File: config.mk
export PLATFORM = sky130hd
export DESIGN_NAME = pi_ctl_gen
export DESIGN_NICKNAME = d
export VERILOG_FILES = /design/src/rtl/pi_ctl_gen.sv
export SDC_FILE = /design/constraint.sdc
export NUM_CORES = 1
export LEC_CHECK = 0
export CAP_MARGIN = 20
export CORE_AREA = 2 2 85 54
export CTS_CLUSTER_DIAMETER = 80
export DETAILED_ROUTE_END_ITERATION = 6
export DIE_AREA = 0 0 87 56
export PLACE_DENSITY = 0.84
export SKIP_LAST_GASP = 1
export SYNTH_ARGS = -nofsm -noshare
export SYNTH_HDL_FRONTEND = slang
export SYNTH_SLANG_ARGS = --single-unit
File: constraint.sdc
create_clock -name clk_pi_h -period 3.4 [get_ports clk_pi_h]
set_clock_uncertainty 0.2 [all_clocks]
set_input_delay 0.68 -clock clk_pi_h [delete_from_list [all_inputs] [get_ports clk_pi_h]]
set_output_delay 0.68 -clock clk_pi_h [all_outputs]
set_load 0.05 [all_outputs]
File: src/rtl/pi_ctl_gen.sv
// Parametrised priority-interrupt controller: request collection, hold arbitration, PI-cycle handshake.
// Optional diagnostic state read-back port is built when PI_DIAG_READ_EN is defined.
module pi_ctl_gen #(
  parameter  int NLEVELS     = 7,
  parameter  int SYNC_STAGES = 2,
  localparam int LW          = $clog2(NLEVELS + 1)
) (
  input  logic               clk_pi_h,
  input  logic               mr_reset_h,
  input  logic [NLEVELS-1:0] ebus_pi_e_h,
  input  logic               cono_pi_h,
  input  logic [NLEVELS+6:0] cono_data_h,
  input  logic               con_pi_disable_h,
  input  logic               con_pi_cycle_h,
  input  logic               con_set_pih_h,
  input  logic               con_pi_dismiss_h,
  output logic               pi_req_h,
  output logic [LW-1:0]      pi_level_h,
  output logic [NLEVELS-1:0] pi_hold_h,
  output logic [LW-1:0]      pi_hold_lvl_h,
  output logic [NLEVELS-1:0] pi_act_h,
  output logic [NLEVELS-1:0] pi_pir_h,
`ifdef PI_DIAG_READ_EN
  input  logic               diag_read_pi_h,
  output logic [3*NLEVELS:0] pi_diag_d_h,
`endif
  output logic               pi_on_h
);

  typedef enum logic [1:0] {S_IDLE, S_REQ, S_CYCLE} state_t;

  state_t             r_state;
  logic               r_req;
  logic [LW-1:0]      r_lvl;
  logic               r_on;
  logic [NLEVELS-1:0] r_act;
  logic [NLEVELS-1:0] r_pir;
  logic [NLEVELS-1:0] r_hold;

  logic [NLEVELS-1:0] w_dreq;
  logic [NLEVELS-1:0] w_pend;
  logic [NLEVELS-1:0] w_elig;
  logic [LW-1:0]      w_hold_lvl;
  logic [LW-1:0]      w_cand;
  logic [NLEVELS-1:0] w_mask;
  logic               w_clr, w_drop, w_setp, w_lvon, w_lvoff, w_soff, w_son;
  logic               w_set_pih;
  logic [NLEVELS-1:0] w_set_vec;
  logic [NLEVELS-1:0] w_dis_vec;

  // Device request synchroniser; zero stages is a straight wire
  generate
    if (SYNC_STAGES == 0) begin : g_nosync
      assign w_dreq = ebus_pi_e_h;
    end else begin : g_sync
      logic [SYNC_STAGES-1:0][NLEVELS-1:0] r_sync;
      always_ff @(posedge clk_pi_h) begin
        if (mr_reset_h) begin
          r_sync <= '0;
        end else begin
          r_sync[0] <= ebus_pi_e_h;
          for (int s = 1; s < SYNC_STAGES; s++) r_sync[s] <= r_sync[s-1];
        end
      end
      assign w_dreq = r_sync[SYNC_STAGES-1];
    end
  endgenerate

  assign w_pend = {NLEVELS{r_on}} & r_act & (w_dreq | r_pir);

  always_comb begin
    w_hold_lvl = '0;
    for (int i = NLEVELS - 1; i >= 0; i--)
      if (r_hold[i]) w_hold_lvl = LW'(i + 1);
  end

  // Only levels strictly above the current hold in priority may interrupt
  always_comb begin
    w_elig = '0;
    w_cand = '0;
    for (int i = 0; i < NLEVELS; i++)
      w_elig[i] = w_pend[i] & ((w_hold_lvl == '0) | (LW'(i + 1) < w_hold_lvl));
    for (int i = NLEVELS - 1; i >= 0; i--)
      if (w_elig[i]) w_cand = LW'(i + 1);
  end

  assign w_mask  = cono_data_h[NLEVELS-1:0];
  assign w_clr   = cono_pi_h & cono_data_h[NLEVELS];
  assign w_drop  = cono_pi_h & cono_data_h[NLEVELS+1];
  assign w_setp  = cono_pi_h & cono_data_h[NLEVELS+2];
  assign w_lvon  = cono_pi_h & cono_data_h[NLEVELS+3];
  assign w_lvoff = cono_pi_h & cono_data_h[NLEVELS+4];
  assign w_soff  = cono_pi_h & cono_data_h[NLEVELS+5];
  assign w_son   = cono_pi_h & cono_data_h[NLEVELS+6];

  // Later ops override earlier ones: drop before set, off before on
  always_ff @(posedge clk_pi_h) begin
    if (mr_reset_h || w_clr) begin
      r_on  <= 1'b0;
      r_act <= '0;
      r_pir <= '0;
    end else if (cono_pi_h) begin
      r_pir <= (r_pir & ~(w_drop ? w_mask : '0)) | (w_setp ? w_mask : '0);
      r_act <= (r_act & ~(w_lvoff ? w_mask : '0)) | (w_lvon ? w_mask : '0);
      if (w_son)       r_on <= 1'b1;
      else if (w_soff) r_on <= 1'b0;
    end
  end

  assign w_set_pih = (r_state == S_CYCLE) & con_set_pih_h;

  always_comb begin
    w_set_vec = '0;
    for (int i = 0; i < NLEVELS; i++)
      w_set_vec[i] = w_set_pih & (r_lvl == LW'(i + 1));
  end

  // Dismiss isolates the lowest set bit of the pre-set hold vector
  assign w_dis_vec = con_pi_dismiss_h ? (r_hold & (~r_hold + NLEVELS'(1))) : '0;

  always_ff @(posedge clk_pi_h) begin
    if (mr_reset_h || w_clr) r_hold <= '0;
    else                     r_hold <= (r_hold & ~w_dis_vec) | w_set_vec;
  end

  always_ff @(posedge clk_pi_h) begin
    if (mr_reset_h) begin
      r_state <= S_IDLE;
      r_req   <= 1'b0;
      r_lvl   <= '0;
    end else begin
      case (r_state)
        S_IDLE: begin
          if (w_cand != '0 && !con_pi_disable_h) begin
            r_state <= S_REQ;
            r_req   <= 1'b1;
            r_lvl   <= w_cand;
          end
        end
        S_REQ: begin
          if (con_pi_cycle_h) begin
            r_state <= S_CYCLE;
            r_req   <= 1'b0;
          end else if (con_pi_disable_h || w_cand == '0) begin
            r_state <= S_IDLE;
            r_req   <= 1'b0;
            r_lvl   <= '0;
          end else begin
            r_lvl   <= w_cand;
          end
        end
        S_CYCLE: begin
          if (con_set_pih_h || !con_pi_cycle_h) begin
            r_state <= S_IDLE;
            r_lvl   <= '0;
          end
        end
        default: begin
          r_state <= S_IDLE;
          r_req   <= 1'b0;
          r_lvl   <= '0;
        end
      endcase
    end
  end

`ifdef PI_DIAG_READ_EN
  logic [3*NLEVELS:0] r_diag;
  always_ff @(posedge clk_pi_h) begin
    if (mr_reset_h)          r_diag <= '0;
    else if (diag_read_pi_h) r_diag <= {r_on, r_act, r_pir, r_hold};
    else                     r_diag <= '0;
  end
  assign pi_diag_d_h = r_diag;
`endif

  assign pi_req_h      = r_req;
  assign pi_level_h    = r_lvl;
  assign pi_hold_h     = r_hold;
  assign pi_hold_lvl_h = w_hold_lvl;
  assign pi_act_h      = r_act;
  assign pi_pir_h      = r_pir;
  assign pi_on_h       = r_on;

endmodule

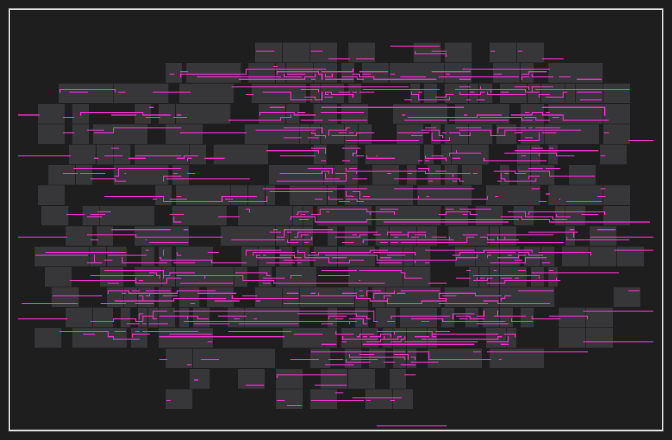
layer_met1.png
Cells faint in the background.
longest straight run	26.7 um
nets with wire on the layer	251
met1 layer usage reported by global route: 26.7%
total routed wirelength: 4450 um
Via Count: 1,733

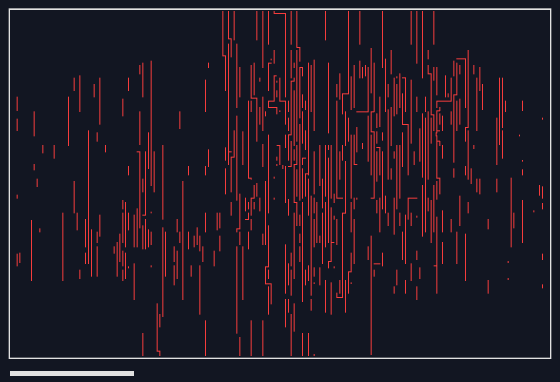
layer_met2.png
The bar under the picture is 20 um long.
wire length on this layer	1,910 um
share of all routed wire	43%
nets with wire on the layer	236
met2 Use GR: 25.8%

==> summary.rpt <==
FLOORPLANNING
-----------------------------------------------------------------------------------
Core Rows ............................................................           18
Number of top-level pins .............................................           57
Placeable Area .......................................................    4030 um^2
Overall die height ...................................................        56 um
Core utilization before placement ....................................        45.1%
Horizontal extent of the die .........................................        87 um
Area of the die ......................................................    4870 um^2

SYNTH
-----------------------------------------------------------------------------------
Netlist area before placement ........................................    1820 um^2
Tally of unique sky130hd cells used after synthesis ..................           39
Yosys reg bits .......................................................           42
Sequential-to-total area share from yosys stat .......................        46.3%
Post-synthesis async set-or-reset flop share .........................           0%
Cell taking the most area after synthesis ............................      dfxtp_1
Commonest cells post-synth ........................................... dfxtp_1 (42), nor2_1 (30), nor2b_1 (20), nand3_1 (17), a32oi_1 (14)
Syn nets .............................................................          230
Adder-Cell Fraction of Synth Area ....................................           0%
Count of warnings emitted by yosys ...................................            0
MUX area fraction ....................................................        2.48%
Post-Synthesis Cells .................................................          202
Post-synthesis compound-gate area fraction ...........................        20.5%
Most used standard cell by instance count after synthesis ............      dfxtp_1

CLOCK NETWORK
-----------------------------------------------------------------------------------
Master cell of the clock root buffer .................................     clkbuf_8
Clock tree from TritonCTS ............................................          yes
Number of gates given a new drive strength after cts .................            0
Setup Fix Bufs, Post-CTS .............................................            0
TritonCTS buffer count ...............................................            5

FINISH
-----------------------------------------------------------------------------------
Fraction of layout instances using a drive strength above 1 ..........        8.08%
Antenna diode instance count .........................................            0
Number of nets in the layout .........................................          287
Post-route cell area .................................................    2540 um^2
Dominant kind of cell ................................................ combinational gates
Commonest cells after routing, fill and taps aside ................... clkdlybuf4s50_1 (56), dfxtp_1 (42), nor2_1 (30), nor2b_1 (20), nand3_1 (17)
Tally of filler cells in the layout ..................................          337
Number of logic gates ................................................          149
Share of final layout cell area taken by clock buffers and inverters .        4.33%
Area used by multi-input combinational logic .........................     941 um^2
Top logic cell by instance count in the layout ....................... clkdlybuf4s50_1
Final cell count without fillers .....................................          310

SETUP PATH
-----------------------------------------------------------------------------------
Critical path's largest stage delay ..................................       790 ps
Buffer-and-inverter tally for the worst setup path ...................            2
CP Capture Point ..................................................... pi_hold_lvl_h[0]
Worst path top cell family by delay .................................. buffers and inverters
Critical Path Source ................................................. pi_hold_h[2]
Cell chain of the critical path ...................................... inv_1, a221oi_1, or2_2, clkdlybuf4s50_1
End of the worst register-to-register path ........................... pi_level_h[1]

STATUS
-----------------------------------------------------------------------------------
Run status ........................................................... complete, no violations

POWER AND IR DROP
-----------------------------------------------------------------------------------
Sw Pwr ...............................................................     0.244 mW
Power density cells ..................................................  405 nW/um^2
Worst supply voltage drop on vdd .....................................       256 uV
Total clock network power ............................................     0.386 mW
Total combinational power ............................................     0.127 mW
Register share of total power ........................................        50.1%
Relative contribution of combinational cells to total power ..........        12.3%
Leading power group ..................................................    registers

GLOBAL ROUTE
-----------------------------------------------------------------------------------
Initial antenna violation count ......................................            0
Met3 Usage GRT .......................................................        4.75%
Global-route congestion overflow total ...............................            0
Wire length of the first global-routing pass .........................      7090 um
Most Used Layer, Global Route ........................................         met1

STA
-----------------------------------------------------------------------------------
Post-route worst setup slack .........................................       316 ps
Tcrit/Tclk final .....................................................        90.7%
Min Tclk post-route ..................................................      3080 ps
Final Setup Violations ...............................................            0
Remaining max-slew budget at the tightest pin ........................        53.4%

DRT
-----------------------------------------------------------------------------------
Average routed wire per standard cell ................................      14.3 um
Antenna-violating nets left ..........................................            0
Highest metal layer used by the detailed router ......................         met4
DRC violation count after routing ....................................            0
Iteration tally of the first detailed-router pass ....................            4
Total length of routed met3 wires ....................................       355 um
Violation count after the first detailed-route iteration .............           93
Via-per-instance ratio ...............................................         5.59
Met2 wire length .....................................................      1910 um

HOLD PATH
-----------------------------------------------------------------------------------
Number of cells on the worst hold path ...............................            1
Hold_sp .............................................................. g_sync.r_sync[1]
Class of the worst hold path .........................................      reg2reg

PLACEMENT
-----------------------------------------------------------------------------------
Detailed-placement wirelength estimate ...............................      3260 um
Cell area after placement ............................................    2430 um^2
Final weighted congestion in routability-driven placement ............        0.795

FLOW RUN
-----------------------------------------------------------------------------------
Max-cap violation count ..............................................            0
Tool warnings ........................................................           26

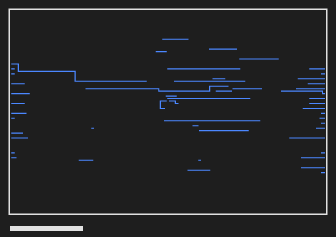
layer_met3.png
The bar under the picture is 20 um long.
share of all routed wire	8.0%
wire length on this layer	356 um

No activity file was given, so power comes from the tool's default toggle rates.
